[src/rtl/fetch_pkg.sv]
// Shared widths and the fetch FIFO payload type for the instruction fetch stage.
package fetch_pkg;

  localparam int unsigned PC_W    = 16;
  localparam int unsigned INST_W  = 32;
  localparam int unsigned PC_STEP = 4;

  typedef struct packed {
    logic [INST_W-1:0] inst;
    logic [PC_W-1:0]   pc;
  } fetch_entry_t;

endpackage

[src/rtl/fetch_fifo.sv]
// Small circular FIFO of fetched {inst, pc} entries; flush beats push in the same cycle.
module fetch_fifo
  import fetch_pkg::*;
#(
  parameter int unsigned DEPTH = 2,
  localparam int unsigned CNT_W = $clog2(DEPTH + 1),
  localparam int unsigned PTR_W = (DEPTH > 1) ? $clog2(DEPTH) : 1
) (
  input  logic             clk,
  input  logic             rst_n,
  input  logic             push,
  input  fetch_entry_t     push_data,
  input  logic             pop,
  input  logic             flush,
  output logic [CNT_W-1:0] count,
  output fetch_entry_t     head
);

  fetch_entry_t     mem_q [DEPTH];
  logic [PTR_W-1:0] rd_ptr;
  logic [PTR_W-1:0] wr_ptr;
  logic             do_push;
  logic             do_pop;

  function automatic logic [PTR_W-1:0] ptr_inc(input logic [PTR_W-1:0] p);
    return (p == PTR_W'(DEPTH - 1)) ? '0 : PTR_W'(p + 1'b1);
  endfunction

  assign do_pop  = pop && (count != '0);
  assign do_push = push && ((count != CNT_W'(DEPTH)) || do_pop);
  assign head    = mem_q[rd_ptr];

  always_ff @(posedge clk or negedge rst_n) begin
    if (!rst_n) begin
      rd_ptr <= '0;
      wr_ptr <= '0;
      count  <= '0;
    end else if (flush) begin
      rd_ptr <= '0;
      wr_ptr <= '0;
      count  <= '0;
    end else begin
      if (do_push) wr_ptr <= ptr_inc(wr_ptr);
      if (do_pop)  rd_ptr <= ptr_inc(rd_ptr);
      count <= CNT_W'(count + CNT_W'(do_push) - CNT_W'(do_pop));
    end
  end

  // Payload storage needs no reset; count gates every read.
  always_ff @(posedge clk) begin
    if (do_push && !flush) mem_q[wr_ptr] <= push_data;
  end

endmodule

[src/rtl/instr_fetch_unit.sv]
// Fetch stage: drives pc_next, issues in-order imem requests, buffers responses for decode.
// Optional same-cycle response-to-decode bypass enabled by defining IFU_BYPASS_EN.
module instr_fetch_unit
  import fetch_pkg::*;
#(
  parameter int unsigned DEPTH = 2
) (
  input  logic              clk,
  input  logic              rst_n,
  input  logic [PC_W-1:0]   pc,
  output logic [PC_W-1:0]   pc_next,
  input  logic              redirect,
  input  logic [PC_W-1:0]   redirect_pc,
  output logic              imem_req_valid,
  input  logic              imem_req_ready,
  output logic [PC_W-1:0]   imem_req_addr,
  input  logic              imem_resp_valid,
  input  logic [INST_W-1:0] imem_resp_data,
  output logic              inst_valid,
  input  logic              inst_ready,
  output logic [INST_W-1:0] inst_data,
  output logic [PC_W-1:0]   inst_pc
);

  localparam int unsigned CNT_W = $clog2(DEPTH + 1);
  localparam int unsigned SUM_W = CNT_W + 1;

  logic [CNT_W-1:0] count;
  logic [CNT_W-1:0] inflight;
  logic [CNT_W-1:0] drop;
  logic [PC_W-1:0]  resp_pc;
  logic             armed;
  logic [SUM_W-1:0] occupancy;
  logic             accept;
  logic             resp_live;
  logic             push;
  logic             pop;
  fetch_entry_t     head;
  fetch_entry_t     resp_entry;

  // Live slots: buffered entries plus requests whose responses will be kept.
  assign occupancy      = SUM_W'(SUM_W'(count) + SUM_W'(inflight) - SUM_W'(drop));
  assign imem_req_valid = armed && !redirect && (occupancy < SUM_W'(DEPTH));
  assign imem_req_addr  = pc;
  assign accept         = imem_req_valid && imem_req_ready;
  assign resp_live      = imem_resp_valid && (drop == '0) && !redirect;
  assign resp_entry     = '{inst: imem_resp_data, pc: resp_pc};
  assign pop            = (count != '0) && inst_ready;

`ifdef IFU_BYPASS_EN
  logic bypass;
  assign bypass     = resp_live && (count == '0);
  assign inst_valid = (count != '0) || bypass;
  assign inst_data  = bypass ? imem_resp_data : head.inst;
  assign inst_pc    = bypass ? resp_pc : head.pc;
  assign push       = resp_live && !(bypass && inst_ready);
`else
  assign inst_valid = (count != '0);
  assign inst_data  = head.inst;
  assign inst_pc    = head.pc;
  assign push       = resp_live;
`endif

  always_comb begin
    pc_next = pc;
    if (!armed)        pc_next = '0;
    else if (redirect) pc_next = redirect_pc;
    else if (accept)   pc_next = PC_W'(pc + PC_W'(PC_STEP));
  end

  // armed keeps requests and pc_next quiet until the first edge after reset.
  always_ff @(posedge clk or negedge rst_n) begin
    if (!rst_n) begin
      armed    <= 1'b0;
      inflight <= '0;
      drop     <= '0;
      resp_pc  <= '0;
    end else begin
      armed    <= 1'b1;
      inflight <= CNT_W'(inflight + CNT_W'(accept) - CNT_W'(imem_resp_valid));
      if (redirect) begin
        drop    <= CNT_W'(inflight - CNT_W'(imem_resp_valid));
        resp_pc <= redirect_pc;
      end else if (imem_resp_valid) begin
        if (drop != '0) drop    <= CNT_W'(drop - CNT_W'(1));
        else            resp_pc <= PC_W'(resp_pc + PC_W'(PC_STEP));
      end
    end
  end

  fetch_fifo #(.DEPTH(DEPTH)) u_fifo (
    .clk       (clk),
    .rst_n     (rst_n),
    .push      (push),
    .push_data (resp_entry),
    .pop       (pop),
    .flush     (redirect),
    .count     (count),
    .head      (head)
  );

endmodule

[config.mk]
export PLATFORM = sky130hd
export DESIGN_NAME = instr_fetch_unit
export DESIGN_NICKNAME = d
export VERILOG_FILES = /design/src/rtl/fetch_pkg.sv /design/src/rtl/fetch_fifo.sv /design/src/rtl/instr_fetch_unit.sv
export SDC_FILE = /design/constraint.sdc
export NUM_CORES = 1
export LEC_CHECK = 0
export CAP_MARGIN = 20
export CORE_MARGIN = 2
export CORE_UTILIZATION = 48
export CTS_CLUSTER_DIAMETER = 120
export DETAILED_ROUTE_END_ITERATION = 7
export HOLD_SLACK_MARGIN = 0.03
export MAX_ROUTING_LAYER = met4
export PLACE_DENSITY = 0.76
export SLEW_MARGIN = 20
export SYNTH_ARGS = -nofsm -noshare
export SYNTH_HDL_FRONTEND = slang
export SYNTH_SLANG_ARGS = --single-unit
export TNS_END_PERCENT = 30
[constraint.sdc]
create_clock -name clk -period 7 [get_ports clk]
set_input_delay 1.05 -clock clk [delete_from_list [all_inputs] [get_ports clk]]
set_output_delay 1.05 -clock clk [all_outputs]
set_load 0.03 [all_outputs]
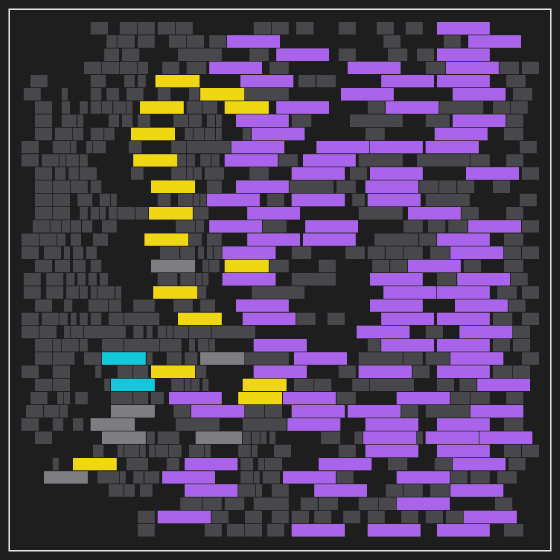
ff_map.png
Other sequential cells in the stronger gray, the rest of the logic in the fainter gray.
Purple stands for `u_fifo.mem_q`, placed flops 96. Yellow stands for `resp_pc`, placed flops 16. Cyan stands for `inflight`, placed flops 2.

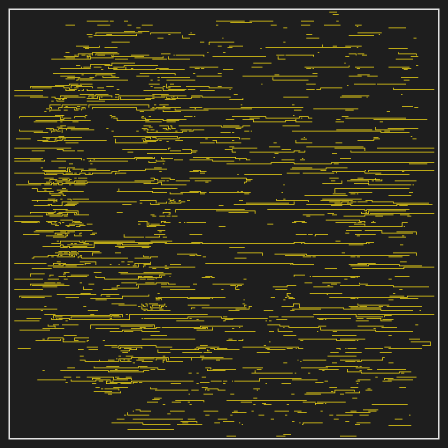
m1.png
The layer carries 5180 µm of wire. The wires run mostly horizontal. 551 nets have wire on it. The layer holds 45% of the routed length.

==> flow_results.xml <==
<?xml version="1.0" encoding="UTF-8"?>
<metrics>
  <group name="final_layout">
    <metric name="layout.cells.non_filler" unit="">689</metric>
    <metric name="finalInstanceArea" unit="µm²">7690</metric>
    <metric name="most-common-layout-cells" unit="">clkdlybuf4s50_1 (150), edfxtp_1 (96), mux2_1 (48), dfrtp_1 (24), xnor2_1 (18)</metric>
    <metric name="post_route_cells_drive_above_1_share" unit="%">8.97</metric>
    <metric name="n_antenna_cell" unit="">0</metric>
  </group>
  <group name="logic_synthesis">
    <metric name="synth_stat.cells" unit="">389</metric>
    <metric name="synth-seq-area-share" unit="%">63.6</metric>
    <metric name="synth_area" unit="µm²">5520</metric>
    <metric name="synth-main-ff-cell" unit="">edfxtp_1</metric>
    <metric name="synth_cell_type_count" unit="">44</metric>
    <metric name="yosysWarningCount" unit="">0</metric>
  </group>
  <group name="setup_path">
    <metric name="worst-r2r-setup-slack" unit="ns">3.86</metric>
    <metric name="path_depth" unit="">8</metric>
    <metric name="critical_path.top_delay_family" unit="">adder cells</metric>
    <metric name="worst-endpoint-arrival" unit="ns">4.04</metric>
    <metric name="setup.worst_path.start_class" unit="">register</metric>
    <metric name="crit-reg2reg-launch" unit="">u_fifo.count[1]</metric>
    <metric name="crit_path_top_delay_cell" unit="">clkdlybuf4s50_1</metric>
    <metric name="r2r-end" unit="">inflight[1]</metric>
    <metric name="max_stage_delay" unit="ns">0.71</metric>
  </group>
  <group name="grt">
    <metric name="number_of_antenna_violations_at_the_first_check_in_global_routing" unit="">0</metric>
    <metric name="globalRouteMet3Util" unit="%">5.30</metric>
  </group>
  <group name="power_and_ir_drop">
    <metric name="total_power" unit="µW">2670</metric>
    <metric name="total_leakage_power" unit="µW">0.00274</metric>
    <metric name="cellPowerDensity" unit="nW/µm²">347</metric>
  </group>
  <group name="die">
    <metric name="placement_rows" unit="">39</metric>
    <metric name="pin_count" unit="">152</metric>
  </group>
  <group name="place">
    <metric name="placement.io_buffers" unit="">151</metric>
    <metric name="placed_cells" unit="">657</metric>
  </group>
  <group name="clocking">
    <metric name="path_clk_slew" unit="ns">0.06</metric>
    <metric name="post_cts_resize_count" unit="">0</metric>
    <metric name="clock_latency" unit="ns">0.40</metric>
  </group>
  <group name="timing">
    <metric name="timing.setup.tns" unit="ns">0</metric>
    <metric name="whs" unit="ns">0.474</metric>
    <metric name="fin_skew" unit="ns">0.0107</metric>
    <metric name="fin_crit" unit="ns">5.09</metric>
    <metric name="final_hold_viol_count" unit="">0</metric>
    <metric name="finalSetupViolCount" unit="">0</metric>
    <metric name="final_min_period_over_clock_period" unit="%">72.7</metric>
    <metric name="finalMaxSlewViolations" unit="">0</metric>
  </group>
  <group name="routing">
    <metric name="route.vias.total" unit="">3613</metric>
    <metric name="routed-wl-met2" unit="µm">5450</metric>
    <metric name="remaining_design_rule_violation_count" unit="">0</metric>
    <metric name="wire_length_per_cell_after_detailed_routing" unit="µm">16.6</metric>
    <metric name="metal1_wirelength" unit="µm">5180</metric>
  </group>
  <group name="run_status">
    <metric name="run_status" unit="">finished, final reports clean</metric>
  </group>
  <group name="hold_path">
    <metric name="hold_path_depth" unit="">0</metric>
  </group>
  <group name="job">
    <metric name="drv_cap" unit="">0</metric>
  </group>
</metrics>
[cell type report]
cell class                 count  area, µm²
multi-input combinational    221       1770
clock buffer                  21        470
clock inverter                11        145
timing repair buffer         155       1550
sequential                   121       3510
fill                         818       3630
inverter                      17       63.8
tap                          143        179
[logic make-up (layout without fill, tap and decap cells)]
family | Yosys count | in the layout | synth area share (%)
AND-OR/OR-AND | 42 | 42 | 5.19
XOR/XNOR | 25 | 25 | 3.97
adder cells (fa/ha/maj) | 11 | 11 | 2.77
buffers and inverters | 47 | 204 | 4.42
flip-flops | 121 | 121 | 63.6
multiplexers | 56 | 56 | 11.4
other | 1 | 1 | 0.0680
AND/OR/NAND/NOR | 86 | 86 | 8.60
[Yosys cell counts (all sizes together), types with 2 or more instances]
master | number | share of area (%)
a211oi | 5 | 0.68
a21boi | 10 | 1.4
a21oi | 5 | 0.45
a31oi | 3 | 0.34
and2 | 2 | 0.23
buf | 25 | 2.9
clkbuf | 5 | 0.34
dfrtp | 25 | 11
edfxtp | 96 | 52
fa | 2 | 0.73
ha | 9 | 2.0
inv | 17 | 1.2
mux2 | 54 | 11
mux2i | 2 | 0.36
nand2 | 17 | 1.2
nand2b | 11 | 1.2
nand3 | 8 | 0.73
nand4 | 6 | 0.68
nor2 | 11 | 0.75
nor3 | 10 | 0.91
nor4 | 9 | 1.0
o21ai | 10 | 0.91
o311a | 3 | 0.54
o31a | 3 | 0.48
o31ai | 2 | 0.27
or2 | 2 | 0.23
or3 | 3 | 0.43
or4 | 2 | 0.27
xnor2 | 18 | 2.9
xor2 | 7 | 1.1
[where the power goes]
group	internal [µW]	total [µW]	switching, µW
clock	586	879	292
combinational	383	868	485
sequential	854	920	66.7
Power is estimated from default activity; no workload was simulated.
